**src/rtl/conv_layer_sched.sv**
```systemverilog
// conv_layer_sched: output-grid sequencer for the convolution calc block.
// Ports: start/cfg_* launch a layer; win_* address the window source;
// calc_en/calc_en_out/calc_d_out talk to the calc block; out_* is a
// valid/ready result stream; busy/done/err report layer status.
module conv_layer_sched #(
    parameter int N     = 4,
    parameter int M     = 4,
    parameter int E     = 3,
    parameter int ROW_W = 8,
    parameter int COL_W = 8,
    parameter int CH_W  = 6,
    parameter int ACC_W = N + M + E + CH_W
) (
    input  logic                 clk,
    input  logic                 rst,
    input  logic                 start,
    input  logic [ROW_W-1:0]     cfg_rows,
    input  logic [COL_W-1:0]     cfg_cols,
    input  logic [CH_W-1:0]      cfg_ch,
    output logic                 busy,
    output logic                 done,
    output logic                 err,
    output logic                 win_req,
    output logic [ROW_W-1:0]     win_row,
    output logic [COL_W-1:0]     win_col,
    output logic [CH_W-1:0]      win_ch,
    input  logic                 win_valid,
    output logic                 calc_en,
    input  logic                 calc_en_out,
    input  logic [N+M+E-1:0]     calc_d_out,
    output logic                 out_valid,
    input  logic                 out_ready,
    output logic [ACC_W-1:0]     out_data,
    output logic [ROW_W-1:0]     out_row,
    output logic [COL_W-1:0]     out_col,
    output logic                 out_last
);

    localparam logic [ROW_W-1:0] ROW_ONE = 1;
    localparam logic [COL_W-1:0] COL_ONE = 1;
    localparam logic [CH_W-1:0]  CH_ONE  = 1;

    typedef enum logic [2:0] {
        S_IDLE,
        S_ISSUE,
        S_DRAIN,
        S_OUTPUT,
        S_DONE
    } state_t;

    state_t             state_q, state_d;
    logic [ROW_W-1:0]   rows_q, rows_d;
    logic [COL_W-1:0]   cols_q, cols_d;
    logic [CH_W-1:0]    ch_eff_q, ch_eff_d;
    logic [ROW_W-1:0]   row_q, row_d;
    logic [COL_W-1:0]   col_q, col_d;
    logic [CH_W-1:0]    ch_q, ch_d;
    logic [CH_W-1:0]    ret_q, ret_d;
    logic [ACC_W-1:0]   acc_q, acc_d;
    logic               err_q, err_d;
    logic               busy_q, busy_d;
    logic               done_q, done_d;
    logic               win_req_q, win_req_d;
    logic               out_valid_q, out_valid_d;
    logic [ACC_W-1:0]   out_data_q, out_data_d;
    logic [ROW_W-1:0]   out_row_q, out_row_d;
    logic [COL_W-1:0]   out_col_q, out_col_d;
    logic               out_last_q, out_last_d;
    logic               ret_room;
    logic               pos_last;

    always_comb begin
        state_d     = state_q;
        rows_d      = rows_q;
        cols_d      = cols_q;
        ch_eff_d    = ch_eff_q;
        row_d       = row_q;
        col_d       = col_q;
        ch_d        = ch_q;
        ret_d       = ret_q;
        acc_d       = acc_q;
        err_d       = err_q;
        out_valid_d = out_valid_q;
        out_data_d  = out_data_q;
        out_row_d   = out_row_q;
        out_col_d   = out_col_q;
        out_last_d  = out_last_q;
        ret_room    = (ret_q != ch_eff_q);
        pos_last    = (row_q == rows_q - ROW_ONE) &&
                      (col_q == cols_q - COL_ONE);

        // Strobes are only accepted while a position is in flight and
        // fewer than ch_eff have come back; anything else is a fault.
        if (calc_en_out) begin
            if ((state_q == S_ISSUE || state_q == S_DRAIN) && ret_room) begin
                acc_d = acc_q + ACC_W'($signed(calc_d_out));
                ret_d = ret_q + CH_ONE;
            end else begin
                err_d = 1'b1;
            end
        end

        case (state_q)
            S_IDLE: begin
                if (start) begin
                    rows_d   = cfg_rows;
                    cols_d   = cfg_cols;
                    ch_eff_d = (cfg_ch == '0) ? CH_ONE : cfg_ch;
                    err_d    = 1'b0;
                    row_d    = '0;
                    col_d    = '0;
                    ch_d     = '0;
                    ret_d    = '0;
                    acc_d    = '0;
                    if (cfg_rows == '0 || cfg_cols == '0)
                        state_d = S_DONE;
                    else
                        state_d = S_ISSUE;
                end
            end
            S_ISSUE: begin
                if (win_valid) begin
                    ch_d = ch_q + CH_ONE;
                    if (ch_q == ch_eff_q - CH_ONE)
                        state_d = S_DRAIN;
                end
            end
            S_DRAIN: begin
                // ret_d/acc_d already include a strobe landing this cycle.
                if (ret_d == ch_eff_q) begin
                    out_valid_d = 1'b1;
                    out_data_d  = acc_d;
                    out_row_d   = row_q;
                    out_col_d   = col_q;
                    out_last_d  = pos_last;
                    state_d     = S_OUTPUT;
                end
            end
            S_OUTPUT: begin
                if (out_ready) begin
                    out_valid_d = 1'b0;
                    out_last_d  = 1'b0;
                    acc_d       = '0;
                    ret_d       = '0;
                    ch_d        = '0;
                    if (col_q == cols_q - COL_ONE) begin
                        col_d = '0;
                        row_d = row_q + ROW_ONE;
                    end else begin
                        col_d = col_q + COL_ONE;
                    end
                    state_d = out_last_q ? S_DONE : S_ISSUE;
                end
            end
            S_DONE: begin
                state_d = S_IDLE;
            end
            default: begin
                state_d = S_IDLE;
            end
        endcase

        // Status outputs are registered from the next state so they line
        // up with the state they describe.
        win_req_d = (state_d == S_ISSUE);
        busy_d    = (state_d == S_ISSUE) || (state_d == S_DRAIN) ||
                    (state_d == S_OUTPUT);
        done_d    = (state_d == S_DONE);
    end

    always_ff @(posedge clk) begin
        if (rst) begin
            state_q     <= S_IDLE;
            rows_q      <= '0;
            cols_q      <= '0;
            ch_eff_q    <= '0;
            row_q       <= '0;
            col_q       <= '0;
            ch_q        <= '0;
            ret_q       <= '0;
            acc_q       <= '0;
            err_q       <= 1'b0;
            busy_q      <= 1'b0;
            done_q      <= 1'b0;
            win_req_q   <= 1'b0;
            out_valid_q <= 1'b0;
            out_data_q  <= '0;
            out_row_q   <= '0;
            out_col_q   <= '0;
            out_last_q  <= 1'b0;
        end else begin
            state_q     <= state_d;
            rows_q      <= rows_d;
            cols_q      <= cols_d;
            ch_eff_q    <= ch_eff_d;
            row_q       <= row_d;
            col_q       <= col_d;
            ch_q        <= ch_d;
            ret_q       <= ret_d;
            acc_q       <= acc_d;
            err_q       <= err_d;
            busy_q      <= busy_d;
            done_q      <= done_d;
            win_req_q   <= win_req_d;
            out_valid_q <= out_valid_d;
            out_data_q  <= out_data_d;
            out_row_q   <= out_row_d;
            out_col_q   <= out_col_d;
            out_last_q  <= out_last_d;
        end
    end

    assign busy      = busy_q;
    assign done      = done_q;
    assign err       = err_q;
    assign win_req   = win_req_q;
    assign win_row   = row_q;
    assign win_col   = col_q;
    assign win_ch    = ch_q;
    assign calc_en   = win_req_q & win_valid;
    assign out_valid = out_valid_q;
    assign out_data  = out_data_q;
    assign out_row   = out_row_q;
    assign out_col   = out_col_q;
    assign out_last  = out_last_q;

endmodule

```
**config.mk**
```make
export PLATFORM = sky130hd
export DESIGN_NAME = conv_layer_sched
export DESIGN_NICKNAME = d
export VERILOG_FILES = /design/src/rtl/conv_layer_sched.sv
export SDC_FILE = /design/constraint.sdc
export NUM_CORES = 1
export LEC_CHECK = 0
export CAP_MARGIN = 20
export CORE_MARGIN = 2
export CORE_UTILIZATION = 53
export DETAILED_ROUTE_END_ITERATION = 16
export GPL_TIMING_DRIVEN = 0
export MAX_ROUTING_LAYER = met4
export PLACE_DENSITY = 0.9
export SETUP_SLACK_MARGIN = 0.02
export SLEW_MARGIN = 30
export SYNTH_ARGS = -nofsm -noshare
export SYNTH_HDL_FRONTEND = slang
export SYNTH_SLANG_ARGS = --single-unit
```
**constraint.sdc**
```tcl
create_clock -name clk -period 3.7 [get_ports clk]
set_clock_uncertainty 0.05 [all_clocks]
set_input_delay 0.925 -clock clk [delete_from_list [all_inputs] [get_ports clk]]
set_output_delay 0.925 -clock clk [all_outputs]
set_load 0.01 [all_outputs]
```
==> impl_metrics.json <==
{
  "outcome": "finished, final reports clean",
  "wl_met3_um": 952,
  "avgSynthCellArea_sq_um": 8.27,
  "ant_nets": 0,
  "drv_cap": 0,
  "wl_met1_um": 6670,
  "ys_sh_aoi": 0.162,
  "clock_buffers": 12,
  "ys_seq_elements": 109,
  "vias_per_cell": 5.78,
  "clk_path_buf_depth": 2,
  "hold_path.class": "flop to flop",
  "fa_ha_area_frac": 0.0531,
  "clock_power_share": 0.295,
  "p_total_mw": 2.49,
  "fill_cells": 876,
  "fp-utilization": 0.540,
  "tap_cells": 140,
  "cts_setup_buffers": 0,
  "port_buffers": 100,
  "power_density_nw_per_um2": 345,
  "grtUsageMet3": 0.0307,
  "stdcell_area_sq_um": 7220,
  "simple_gate_area_frac": 0.231,
  "tightest_slew_ps": 900,
  "endpoint_kind": "flop",
  "grt_start_max_net_pins": 19,
  "cts_resized": 0,
  "edf_count": 0,
  "hold_viol_final": 0,
  "combPwrFrac": 0.200,
  "crit_cells": 11,
  "timing.rr.start": "ch_eff_q[2]",
  "worstReg2RegEnd": "busy",
  "cp.arrival_ps": 3790,
  "synth_area_sq_um": 5800,
  "required_ps": 3930,
  "dpl_worst_slack_ps": -272,
  "rr_worst_depth": 10,
  "top_logic_kind": "simple AND/OR/NAND/NOR gates",
  "hpwl_um": 11200,
  "common_cells": "dfxtp_1 (109), nor2_1 (91), nand2_1 (79)",
  "gr-total-overflow": 0,
  "die_area_sq_um": 11800,
  "pg_comb_mw": 0.498,
  "ys_cells": 701,
  "cts_max_level": 3,
  "nonClkBufAreaFrac": 0.160,
  "holdPathEnd": "rows_q[7]",
  "synth_cell_types": 60,
  "seq_power_share": 0.505,
  "row_count": 38,
  "whs_ps": 444,
  "yosysTopAreaCellShare": 0.376,
  "drcViolationCount": 0,
  "ys_seq_share": 0.376,
  "setup_tns_ps": 0,
  "path_max_fanout": 4,
  "r2r_slack_ps": 560,
  "top_cells_by_area": "dfxtp_1 (38%), nor2_1 (5.9%), nand2_1 (5.1%)",
  "wl_met2_um": 7000,
  "placed_cells": 941,
  "worst_slack_ps": 144,
  "drt_iter0_drc": 331,
  "critPathKind": "input port to flop",
  "cp_top_family": "AND-OR/OR-AND gates",
  "hold_path_depth": 2,
  "peakVddDrop_mv": 0.224,
  "signal_buffers": 136,
  "yosys_warnings": 0,
  "power-top-group": "registers",
  "fp.coreArea_sq_um": 10700,
  "clk_pin_slew_worst_paths_ps": 110,
  "num-nonclk-inverters": 19,
  "async_flop_share": 0,
  "dominant_cells": "multi-input combinational cells",
  "synthToLayoutAreaGrowth_pct": 24.6,
  "largest_area_cell": "dfxtp_1",
  "yosys_area_sq_um": 5800,
  "max_slew_margin": 0.400,
  "top_cell": "dfxtp_1",
  "p_clk_mw": 0.736,
  "clockRootBuffer": "clkbuf_8"
}
==> images/metal_stack.png <==
Two of the layers only.
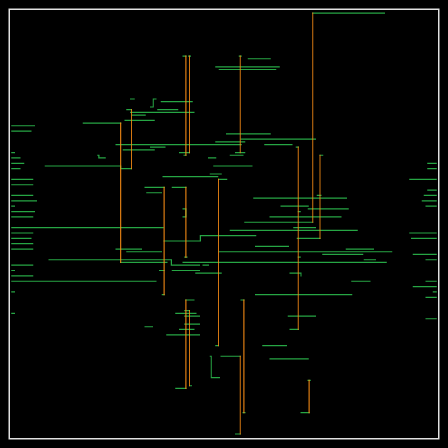
legend:
  orange:
    layer: met4
    wire_length: 430 um
  green:
    layer: met3
    wire_length: 953 um
Via Count: 5,546
wire per inst: 15.7 um
Routed WL: 15,100 um
Tot GR Track Use: 0.265

==> images/met4.png <==
Scale bar: 20 um.
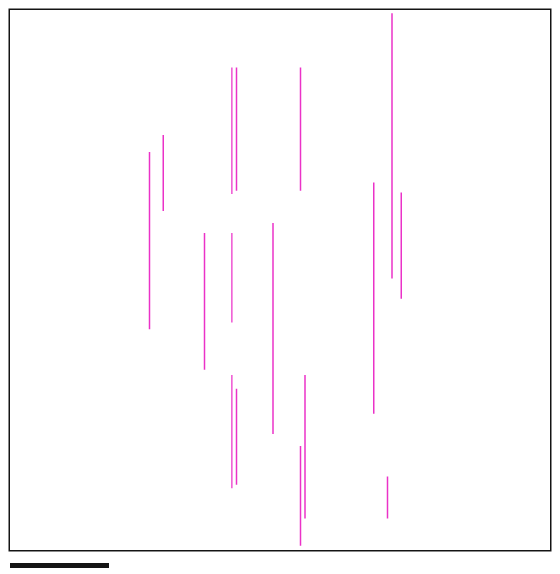
nets with wire on the layer: 15
wire length on this layer: 430 um
main direction: vertical
share of all routed wire: 2.9%
longest straight run: 53.0 um

==> images/gate_families.png <==
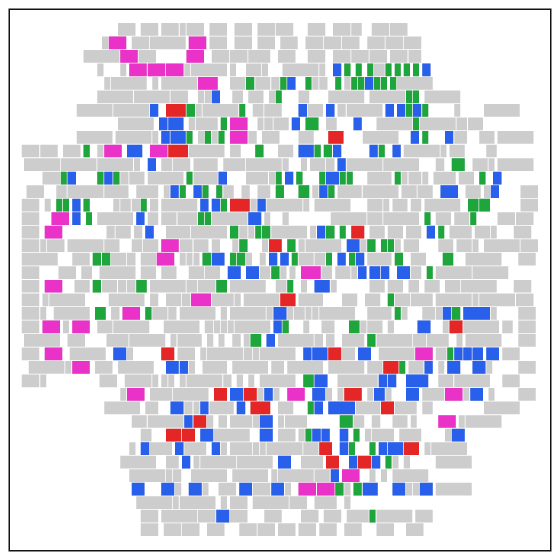
legend:
  blue:
    family: inverting AOI/OAI gates
    cells: 122
    most_used: a21oi_1
  green:
    family: NAND gates
    cells: 114
    most_used: nand2_1
  magenta:
    family: multiplexers
    cells: 32
    most_used: mux2i_1
  red:
    family: AND-OR and OR-AND gates
    cells: 23
    most_used: a21o_1
Non-Filler Instances: 960
Comb area share: 0.476
most frequent logic cell in the layout: dfxtp_1

==> images/registers.png <==
Scale bar: 20 um.
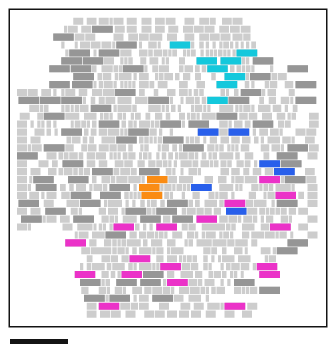
legend:
  blue:
    netlist_name: ret_q
    placed_flops: 6
    where: east
  orange:
    netlist_name: state_q
    placed_flops: 3
  magenta:
    netlist_name: acc_q
    placed_flops: 17
  cyan:
    netlist_name: rows_q
    placed_flops: 8
sequential share of cell area: 0.302
Post-Route Utilization: 0.672
register area: 2180 sq um
seq pwr: 1.26 mW

==> images/final_congestion.png <==
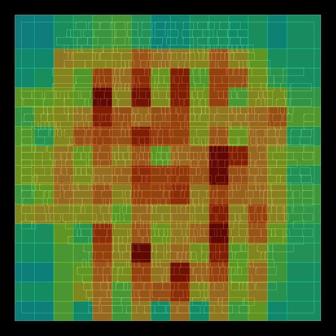
GRT busiest layer: met2
GR Util met1: 0.353
grt met2 use: 0.413

Power and IR drop assume default switching activity.
